**src/rtl/note_pkg.sv**
```systemverilog
// Shared definitions for the key-to-tone-enable path: play mode encodings,
// debounce counter sizing and a popcount reused by the mixer.
package note_pkg;

   localparam logic MODE_MOMENTARY = 1'b0;
   localparam logic MODE_TOGGLE    = 1'b1;

   // Widest vector popcount() accepts; key vectors are zero-extended to this.
   localparam int POP_W = 64;

   // Bits needed to count 0..cycles (cycles-1 is the largest value held).
   function automatic int cnt_width(input int cycles);
      return (cycles < 1) ? 1 : $clog2(cycles + 1);
   endfunction

   // Number of set bits in v.
   function automatic int unsigned popcount(input logic [POP_W-1:0] v);
      int unsigned n;
      n = 0;
      for (int i = 0; i < POP_W; i++) begin
         n += 32'(v[i]);
      end
      return n;
   endfunction

endpackage

```
**src/rtl/note_enable_ctrl_if.sv**
```systemverilog
// Key/tone-enable bundle: raw switches and play mode in, per-note enables,
// note events, voice count and overflow out.
interface note_enable_ctrl_if #(
   parameter int N_KEYS = 8
);
   localparam int VCW = $clog2(N_KEYS + 1);

   logic [N_KEYS-1:0] sw;
   logic              mode;
   logic [N_KEYS-1:0] lfsr_en;
   logic [N_KEYS-1:0] note_on;
   logic [N_KEYS-1:0] note_off;
   logic [VCW-1:0]    voice_cnt;
   logic              overflow;

   // Board/stimulus side: drives switches and mode, observes the enables.
   modport master (
      output sw, mode,
      input  lfsr_en, note_on, note_off, voice_cnt, overflow
   );

   // Controller side.
   modport slave (
      input  sw, mode,
      output lfsr_en, note_on, note_off, voice_cnt, overflow
   );
endinterface

```
**src/rtl/note_enable_ctrl_debounce.sv**
```systemverilog
// One key channel: 2-flop synchroniser, persistence counter and the accepted
// (stable) level, plus one-cycle pulses coincident with each stable edge.
module key_debounce
   import note_pkg::*;
#(
   parameter int DEBOUNCE_CYCLES = 4
) (
   input  logic clk,
   input  logic rst_n,
   input  logic sw_raw,
   output logic stable,
   output logic press,
   output logic released
);
   localparam int             CW   = cnt_width(DEBOUNCE_CYCLES);
   localparam logic [CW-1:0]  LAST = CW'(DEBOUNCE_CYCLES - 1);

   logic          sync_meta;
   logic          sync;
   logic [CW-1:0] cnt;

   // Two-flop synchroniser for the asynchronous switch pin.
   always_ff @(posedge clk or negedge rst_n) begin
      if (!rst_n) begin
         sync_meta <= 1'b0;
         sync      <= 1'b0;
      end else begin
         sync_meta <= sw_raw;
         sync      <= sync_meta;
      end
   end

   // Accept a new level only after it persists; any bounce back restarts.
   // press/released are registered together with stable so they mark the
   // exact cycle in which stable has just changed.
   always_ff @(posedge clk or negedge rst_n) begin
      if (!rst_n) begin
         stable   <= 1'b0;
         cnt      <= '0;
         press    <= 1'b0;
         released <= 1'b0;
      end else begin
         press    <= 1'b0;
         released <= 1'b0;
         if (sync != stable) begin
            if (cnt == LAST) begin
               stable   <= sync;
               cnt      <= '0;
               press    <= sync;
               released <= ~sync;
            end else begin
               cnt <= cnt + 1'b1;
            end
         end else begin
            cnt <= '0;
         end
      end
   end

endmodule

```
**src/rtl/note_enable_ctrl.sv**
```systemverilog
// Maps N debounced key switches onto one-hot tone-generator enables, with
// momentary/toggle play modes, a lowest-index-wins polyphony cap and
// note on/off event pulses for the mixer.
module note_enable_ctrl
   import note_pkg::*;
#(
   parameter int N_KEYS          = 8,
   parameter int DEBOUNCE_CYCLES = 4,
   parameter int MAX_VOICES      = 8
) (
   input logic             clk,
   input logic             rst_n,
   note_enable_ctrl_if.slave bus
);
   localparam int VCW = $clog2(N_KEYS + 1);

   logic [N_KEYS-1:0] stable;
   logic [N_KEYS-1:0] press;
   // Release events are not needed here: toggle latches flip on press only.
   logic [N_KEYS-1:0] release_unused;
   logic [N_KEYS-1:0] latch;
   logic [N_KEYS-1:0] req;
   logic [N_KEYS-1:0] grant;
   int                taken;

   logic [N_KEYS-1:0] en_q;
   logic [N_KEYS-1:0] on_q;
   logic [N_KEYS-1:0] off_q;
   logic [VCW-1:0]    vcnt_q;
   logic              ovf_q;

   genvar g;
   generate
      for (g = 0; g < N_KEYS; g++) begin : g_key
         key_debounce #(
            .DEBOUNCE_CYCLES(DEBOUNCE_CYCLES)
         ) u_key (
            .clk      (clk),
            .rst_n    (rst_n),
            .sw_raw   (bus.sw[g]),
            .stable   (stable[g]),
            .press    (press[g]),
            .released (release_unused[g])
         );
      end
   endgenerate

   // Toggle latches flip on each press; leaving toggle mode clears them so
   // re-entering toggle mode always starts with every note off.
   always_ff @(posedge clk or negedge rst_n) begin
      if (!rst_n) begin
         latch <= '0;
      end else if (bus.mode == MODE_TOGGLE) begin
         latch <= latch ^ press;
      end else begin
         latch <= '0;
      end
   end

   // Request vector; in toggle mode use the post-press latch value so both
   // play modes reach the output register on the same edge.
   always_comb begin
      req = stable;
      if (bus.mode == MODE_TOGGLE) begin
         req = latch ^ press;
      end
   end

   // Grant the lowest-indexed MAX_VOICES requests, regardless of which
   // notes are already sounding.
   always_comb begin
      grant = '0;
      taken = 0;
      for (int i = 0; i < N_KEYS; i++) begin
         if (req[i] && (taken < MAX_VOICES)) begin
            grant[i] = 1'b1;
            taken++;
         end
      end
   end

   // Output register: enables, edge events, voice count and overflow.
   always_ff @(posedge clk or negedge rst_n) begin
      if (!rst_n) begin
         en_q   <= '0;
         on_q   <= '0;
         off_q  <= '0;
         vcnt_q <= '0;
         ovf_q  <= 1'b0;
      end else begin
         en_q   <= grant;
         on_q   <= grant & ~en_q;
         off_q  <= ~grant & en_q;
         vcnt_q <= VCW'(popcount(POP_W'(grant)));
         ovf_q  <= popcount(POP_W'(req)) > 32'(MAX_VOICES);
      end
   end

   assign bus.lfsr_en   = en_q;
   assign bus.note_on   = on_q;
   assign bus.note_off  = off_q;
   assign bus.voice_cnt = vcnt_q;
   assign bus.overflow  = ovf_q;

endmodule

```
**src/flat_wrapper.sv**
```systemverilog
// flat-port wrapper written by rule: the top's interface ports become plain ports
module note_enable_ctrl_flat import note_pkg::*;
#(
   parameter int N_KEYS          = 8,
   parameter int DEBOUNCE_CYCLES = 4,
   parameter int MAX_VOICES      = 8
)
  (clk, rst_n, bus_sw, bus_mode, bus_lfsr_en, bus_note_on, bus_note_off, bus_voice_cnt, bus_overflow);
  note_enable_ctrl_if #(.N_KEYS(N_KEYS)) bus_i ();
  input logic clk;
  input logic rst_n;
  input wire logic [$bits(bus_i.sw)-1:0] bus_sw;
  input wire logic [$bits(bus_i.mode)-1:0] bus_mode;
  output wire logic [$bits(bus_i.lfsr_en)-1:0] bus_lfsr_en;
  output wire logic [$bits(bus_i.note_on)-1:0] bus_note_on;
  output wire logic [$bits(bus_i.note_off)-1:0] bus_note_off;
  output wire logic [$bits(bus_i.voice_cnt)-1:0] bus_voice_cnt;
  output wire logic [$bits(bus_i.overflow)-1:0] bus_overflow;
  assign bus_i.sw = bus_sw;
  assign bus_i.mode = bus_mode;
  assign bus_lfsr_en = bus_i.lfsr_en;
  assign bus_note_on = bus_i.note_on;
  assign bus_note_off = bus_i.note_off;
  assign bus_voice_cnt = bus_i.voice_cnt;
  assign bus_overflow = bus_i.overflow;
  note_enable_ctrl #(.N_KEYS(N_KEYS), .DEBOUNCE_CYCLES(DEBOUNCE_CYCLES), .MAX_VOICES(MAX_VOICES)) u_core (.clk(clk), .rst_n(rst_n), .bus(bus_i));
endmodule
```
**config.mk**
```make
export PLATFORM = sky130hd
export DESIGN_NAME = note_enable_ctrl_flat
export DESIGN_NICKNAME = d
export VERILOG_FILES = /design/src/rtl/note_pkg.sv /design/src/rtl/note_enable_ctrl_if.sv /design/src/rtl/note_enable_ctrl_debounce.sv /design/src/rtl/note_enable_ctrl.sv /design/src/flat_wrapper.sv
export SDC_FILE = /design/constraint.sdc
export NUM_CORES = 1
export LEC_CHECK = 0
export ABC_AREA = 1
export CORE_ASPECT_RATIO = 1.1
export CORE_UTILIZATION = 40
export DETAILED_ROUTE_END_ITERATION = 8
export GPL_ROUTABILITY_DRIVEN = 0
export GPL_TIMING_DRIVEN = 0
export PLACE_DENSITY = 0.7
export SLEW_MARGIN = 20
export SYNTH_ARGS = -nofsm -noshare
export SYNTH_HDL_FRONTEND = slang
export SYNTH_HIERARCHICAL = 1
export SYNTH_SLANG_ARGS = --single-unit
```
**constraint.sdc**
```tcl
create_clock -name clk -period 3.9 [get_ports clk]
set_input_delay 0.78 -clock clk [delete_from_list [all_inputs] [get_ports clk]]
set_output_delay 0.78 -clock clk [all_outputs]
set_load 0.02 [all_outputs]
```
==> impl_metrics.tcl <==
# place-and-route summary
set metrics [dict create \
    cp.required_ns 4.17 \
    top_usage_layer "met2" \
    seq_cell_count 93 \
    overflow 0 \
    cp-endpoint "u_core/bus.voice_cnt[1]$_DFF_PN0_" \
    cp_num_buf_inv 13 \
    syn_avg_cell_area_um2 9.416 \
    signal_buffers 104 \
    clock-root-buffer "clkbuf_8" \
    met3_length_um 243 \
    drcViolationCount 6 \
    rsz0062_at_grt "yes" \
    worst_slack_ns -0.6506 \
    clock_buffers 10 \
    hold_viol 0 \
    hpwl_um 5015 \
    powerComb_uw 1680 \
    synthesis.nets 467 \
    layout_top_cells "nand2_1, dfrtp_1, inv_1" \
    rr_worst_depth 29 \
    end_kind "register" \
    failed_checks "DRC, setup timing" \
    startpoint "bus_mode" \
    worstSetupStartpointType "input pin" \
    power.density_nw_per_um2 658.5 \
    cts_setup_buffers 55 \
    cp.depth 33 \
    peakVddDrop_mv 0.2818 \
    crit_fanout 4 \
    pwr-share-seq_pct 35.6 \
    via_per_inst 4.571 \
    sh_seq_area_pct 41.88 \
    status "finished with violations" \
    path_class "input pin to register" \
    ctsResizeCount 35 \
    layout.nets 581 \
    final-setup-viol-count 7 \
    slew_headroom_pct 60.61 \
    r2r-end "u_core/bus.voice_cnt[1]$_DFF_PN0_" \
    swShare_pct 37.70 \
    place_area_um2 4718 \
]
Fig. 1: PDN straps and rails
Scale bar: 20 um. Pins as bars on the die edge. Tap cells in grey.
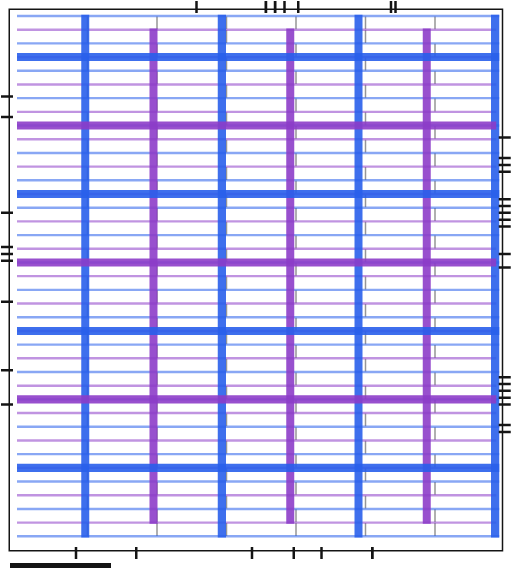
blue -> VSS
purple -> VDD
signal pins = 40
rows = 38
met5 straps = 7
met1 rails = 39
tap cells = 120

Fig. 2: placement by cell class
Scale bar: 20 um.
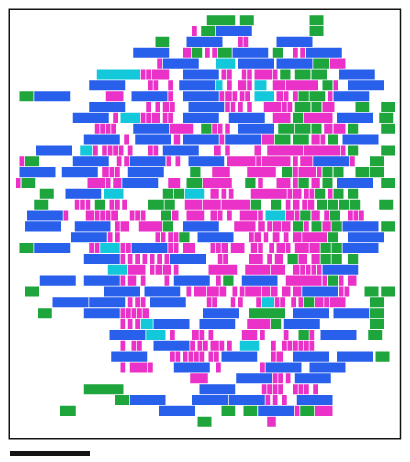
blue -> sequential cells  # cells 93, share of their area 43%
magenta -> combinational and other logic  # cells 334, share of their area 35%
green -> remaining buffers and delay cells  # cells 104, share of their area 18%
cyan -> clock drivers and dummy loads  # cells 16, share of their area 3.8%
FP Rows: 38
Util after Layout: 56.46%

Fig. 3: clock distribution
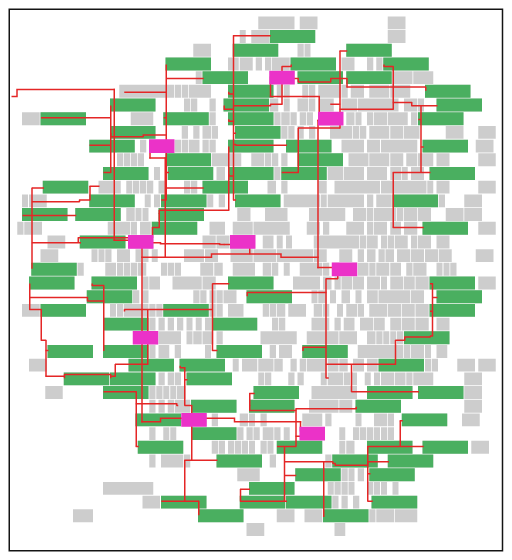
green -> flip-flops  # count 93
magenta -> clock drivers  # count 9
red -> clock wires  # length 1,120 um
flops lie = spread over the die
routed clock nets = 10

Fig. 4: routed metal, one colour a layer
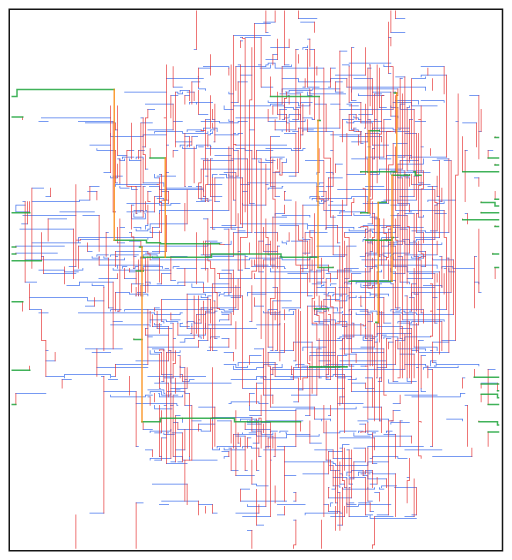
green -> metal 3  # wire length 243 um
blue -> metal 1  # wire length 3,400 um
red -> metal 2  # wire length 4,500 um
orange -> metal 4  # wire length 190 um

Fig. 5: track usage over the die
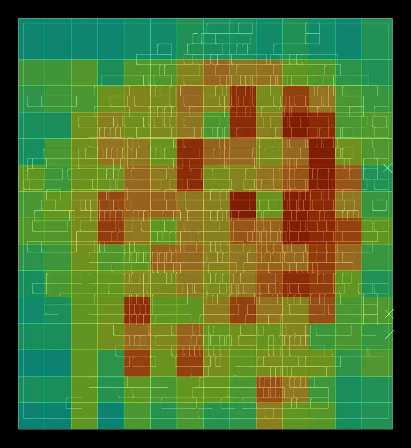
met1 Use GR: 18.44%
GR Util met2: 31.71%
GRT Total Usage: 16.99%

Power and IR drop assume default switching activity.
